==> src/rtl/link_led_decoder.sv <==
// Receiver-side status decoder: synchronises an asynchronous parallel code,
// filters it for stability and drives an LED pattern with blink/error handling.
module link_led_decoder #(
  parameter int unsigned CODE_W      = 4,
  parameter int unsigned LED_N       = 16,
  parameter int unsigned SYNC_STAGES = 2,
  parameter int unsigned STABLE_CYC  = 4,
  parameter int unsigned BLINK_EN    = 1,
  parameter int unsigned BLINK_HALF  = 25_000_000,
  parameter int unsigned ACTIVE_LOW  = 1
) (
  input  logic              clk,
  input  logic              rst,
  input  logic [CODE_W-1:0] data_in,
  input  logic              clr_err,
  output logic [LED_N-1:0]  led,
  output logic [CODE_W-1:0] code_q,
  output logic              code_strobe,
  output logic [1:0]        mode,
  output logic              err_sticky,
  output logic [7:0]        change_cnt
);

  localparam int unsigned       CNT_W     = $clog2(STABLE_CYC + 1);
  localparam int unsigned       BLK_W     = $clog2(BLINK_HALF + 1);
  localparam logic [CODE_W-1:0] IDLE_CODE = '1;
  localparam logic [CODE_W-1:0] ALL_CODE  = {{(CODE_W-1){1'b1}}, 1'b0};

  typedef enum logic [1:0] {
    ST_IDLE = 2'd0,
    ST_ONE  = 2'd1,
    ST_ALL  = 2'd2,
    ST_ERR  = 2'd3
  } state_e;

  logic [CODE_W-1:0] sync_q [SYNC_STAGES];
  logic [CODE_W-1:0] sync_out;
  logic [CODE_W-1:0] cand_q, cand_d;
  logic [CNT_W-1:0]  cnt_q, cnt_d;
  logic [CODE_W-1:0] acc_q, acc_d;
  logic              strobe_q, strobe_d;
  logic [7:0]        chg_q, chg_d;
  logic              accept;
  state_e            state_q, state_d;
  logic [LED_N-1:0]  pat_q, pat_d;
  logic [BLK_W-1:0]  blink_q, blink_d;
  logic              err_q, err_d;

  // Plain flop chain; only the reset mux sits in front of each stage.
  always_ff @(posedge clk) begin
    if (rst) begin
      for (int unsigned i = 0; i < SYNC_STAGES; i++) sync_q[i] <= IDLE_CODE;
    end else begin
      sync_q[0] <= data_in;
      for (int unsigned i = 1; i < SYNC_STAGES; i++) sync_q[i] <= sync_q[i-1];
    end
  end

  assign sync_out = sync_q[SYNC_STAGES-1];

  always_comb begin
    cand_d = cand_q;
    cnt_d  = cnt_q;
    accept = 1'b0;
    if (sync_out != cand_q) begin
      cand_d = sync_out;
      cnt_d  = '0;
    end else begin
      if (cnt_q != CNT_W'(STABLE_CYC)) cnt_d = cnt_q + CNT_W'(1);
      accept = (cnt_q == CNT_W'(STABLE_CYC - 1)) && (cand_q != acc_q);
    end
    acc_d    = accept ? cand_q : acc_q;
    strobe_d = accept;
    chg_d    = accept ? chg_q + 8'd1 : chg_q;
  end

  always_ff @(posedge clk) begin
    if (rst) begin
      cand_q   <= IDLE_CODE;
      cnt_q    <= '0;
      acc_q    <= IDLE_CODE;
      strobe_q <= 1'b0;
      chg_q    <= '0;
    end else begin
      cand_q   <= cand_d;
      cnt_q    <= cnt_d;
      acc_q    <= acc_d;
      strobe_q <= strobe_d;
      chg_q    <= chg_d;
    end
  end

  // Special codes take priority over the one-hot range when LED_N overlaps them.
  always_comb begin
    state_d = state_q;
    pat_d   = pat_q;
    blink_d = blink_q;
    err_d   = err_q & ~clr_err;
    if (strobe_q) begin
      if (acc_q == IDLE_CODE) begin
        state_d = ST_IDLE;
        pat_d   = '0;
      end else if (acc_q == ALL_CODE) begin
        state_d = ST_ALL;
        pat_d   = '1;
        blink_d = '0;
      end else if (32'(acc_q) < LED_N) begin
        state_d = ST_ONE;
        pat_d   = LED_N'(1) << acc_q;
      end else begin
        state_d = ST_ERR;
        err_d   = 1'b1;
      end
    end else if (state_q == ST_ALL && BLINK_EN != 0) begin
      if (blink_q == BLK_W'(BLINK_HALF - 1)) begin
        blink_d = '0;
        pat_d   = ~pat_q;
      end else begin
        blink_d = blink_q + BLK_W'(1);
      end
    end
  end

  always_ff @(posedge clk) begin
    if (rst) begin
      state_q <= ST_IDLE;
      pat_q   <= '0;
      blink_q <= '0;
      err_q   <= 1'b0;
    end else begin
      state_q <= state_d;
      pat_q   <= pat_d;
      blink_q <= blink_d;
      err_q   <= err_d;
    end
  end

  assign led         = (ACTIVE_LOW != 0) ? ~pat_q : pat_q;
  assign code_q      = acc_q;
  assign code_strobe = strobe_q;
  assign mode        = state_q;
  assign err_sticky  = err_q;
  assign change_cnt  = chg_q;

endmodule

==> config.mk <==
export PLATFORM = sky130hd
export DESIGN_NAME = link_led_decoder
export DESIGN_NICKNAME = d
export VERILOG_FILES = /design/src/rtl/link_led_decoder.sv
export SDC_FILE = /design/constraint.sdc
export NUM_CORES = 1
export LEC_CHECK = 0
export CORE_MARGIN = 2
export CORE_UTILIZATION = 50
export CTS_CLUSTER_DIAMETER = 30
export DETAILED_ROUTE_END_ITERATION = 7
export GPL_ROUTABILITY_DRIVEN = 0
export PLACE_DENSITY_LB_ADDON = 0.05
export SYNTH_ARGS = -nofsm -noshare
export SYNTH_HDL_FRONTEND = slang
export SYNTH_SLANG_ARGS = --single-unit
==> constraint.sdc <==
create_clock -name clk -period 4 [get_ports clk]
set_input_delay 0.8 -clock clk [delete_from_list [all_inputs] [get_ports clk]]
set_output_delay 0.8 -clock clk [all_outputs]
set_load 0.03 [all_outputs]
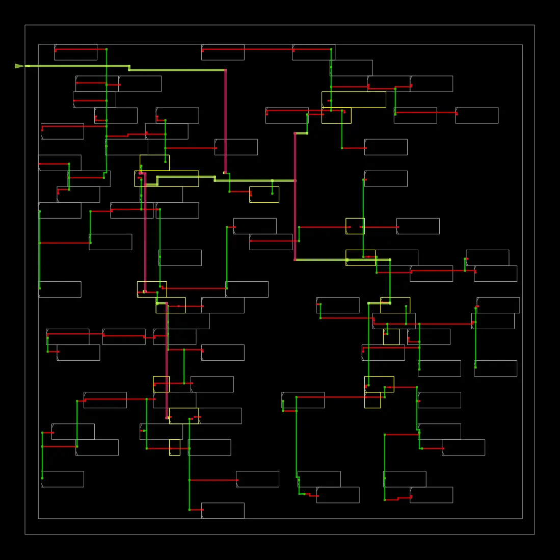
**Above:** the clock network.
clock buf count: 9
number of CTS-inserted buffers: 9
clk_lat worst skew: 0.34 ns
Layout Skew: 0.009143 ns
Power Clock: 626 uW

==> impl_metrics.env <==
# flow metrics
export IMPL_syn_area_per_cell_um2=8.834
export IMPL_startpoint_type="flop"
export IMPL_wl_per_cell_um=13.23
export IMPL_min_path_cells=1
export IMPL_finalClockPeriodUsage_pct=67.74
export IMPL_met3_usage_pct=4.430
export IMPL_status="complete, no violations"
export IMPL_n_tap_cell=96
export IMPL_warnings=27
export IMPL_grt_max_degree=57
export IMPL_finalNetCount=435
export IMPL_power_leakage_uw=0.001339
export IMPL_cp_max_fo=20
export IMPL_fp_util_pct=51.49
export IMPL_drtPass1Iterations=4
export IMPL_setup_worst_path_end="code_q[3]"
export IMPL_bufAreaShareNonClock_pct=9.683
export IMPL_wirelength_met1_um=3462
export IMPL_rr_startpoint="code_q[3]"
export IMPL_ys_cells=396
export IMPL_synth_chip_area_mm2=0.003498
export IMPL_drt_iter0_drc=159
export IMPL_top_usage_layer="met2"
export IMPL_ys_warn_count=0
export IMPL_yosysUniqueCellTypes=48
export IMPL_hold_path_class="flop to flop"
export IMPL_highest_signal_layer="met4"
export IMPL_crit_cells=1
export IMPL_setup_viol=0
export IMPL_nNonClkBuffers=41
export IMPL_clk_pin_slew_ns=0.08
export IMPL_drcViolationCount=0
export IMPL_nFillCells=629
export IMPL_path_cells="clkdlybuf4s50_1"
export IMPL_min_to="sync_q[0][7]"
export IMPL_lay_top_cells="dfxtp_1 (72), xnor2_1 (44), nor2_1 (38)"
export IMPL_syn_num_nets=408
export IMPL_worst_pin_slew_ns=0.8209
export IMPL_clock_sinks=72
export IMPL_crit_type="flop to output pin"
export IMPL_relSlewSlack_pct=45.28
export IMPL_netlist_area_mm2=0.003498
export IMPL_cts_hold_buf=0
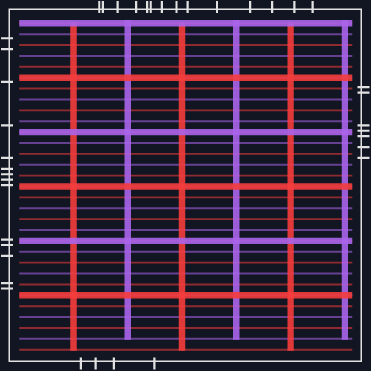
**Above:** floorplan with the power grid.
Drawn at 4 px/um. Pins as bars on the die edge.
Key: purple = VDD; red = VSS
6 straps on met5. 39 signal pins sit on the boundary. 6 straps on met4. The core has 30 rows. 31 met1 rails follow the rows.
Die W: 87.65 um
VDD IR max: 0.2670 mV
Core ar.: 0.006794 mm^2
die y size: 87.65 um

kinds of logic (layout without fill, tap and decap cells):
kind of cell	count (synthesis)	count (layout)	synth area share, %
flip-flops	72	72	41.20
AND-OR/OR-AND	60	60	12.16
multiplexers	5	5	1.502
XOR/XNOR	50	50	12.52
AND/OR/NAND/NOR	155	155	24.36
adder cells (fa/ha/maj)	5	5	1.788
buffers and inverters	49	81	6.473
stage by stage:
stage / power, uW / cells / hold WS, ns / instance area (um^2)
after global routing: 1465 / 524 / 0.4266 / 4109
after global placement: 800.6 / 508 / 0.3920 / 3889
after CTS: 1428 / 524 / 0.4183 / 4109
after floorplan: 789.5 / 396 / 0.3895 / 3498
after detailed placement: 802.0 / 508 / 0.3987 / 3889
final: 1411 / 524 / 0.4094 / 4109
where the power goes:
part	internal (uW)	switching, uW	total, uW
clock	351	276	626
combinational	21.5	27.0	48.5
sequential	726	9.95	736
state kept, by name, summed over array words and instances, names as in the netlist:
signal,cells
blink_q,25
pat_q,16
change_cnt,8
sync_q,8
cand_q,4
code_q,4
cnt_q,3
mode,2
code_strobe,1
err_sticky,1
synthesized netlist by cell type (all sizes together), types with 3 or more instances:
cell type,n,area [um^2]
nor4b,5,68.82
nor3b,3,22.52
dfxtp,72,1441
a31oi,6,37.54
nor3,12,60.06
a21oi,18,90.09
xnor2,44,385.4
nand3b,4,30.03
nand2b,3,18.77
nor2b,3,18.77
nand2,25,93.84
or3,5,31.28
or2,13,81.33
nor4,8,62.56
nor2,38,142.6
inv,23,86.33
a211oi,12,115.1
and4,3,26.28
xor2,6,52.55
nand4,8,50.05
a21o,7,52.55
clkbuf,12,45.04
o21ai,10,50.05
ha,5,62.56
buf,13,91.34
and3,4,25.02
nand3,16,80.08
mux2i,3,30.03
Power and IR drop assume default switching activity.
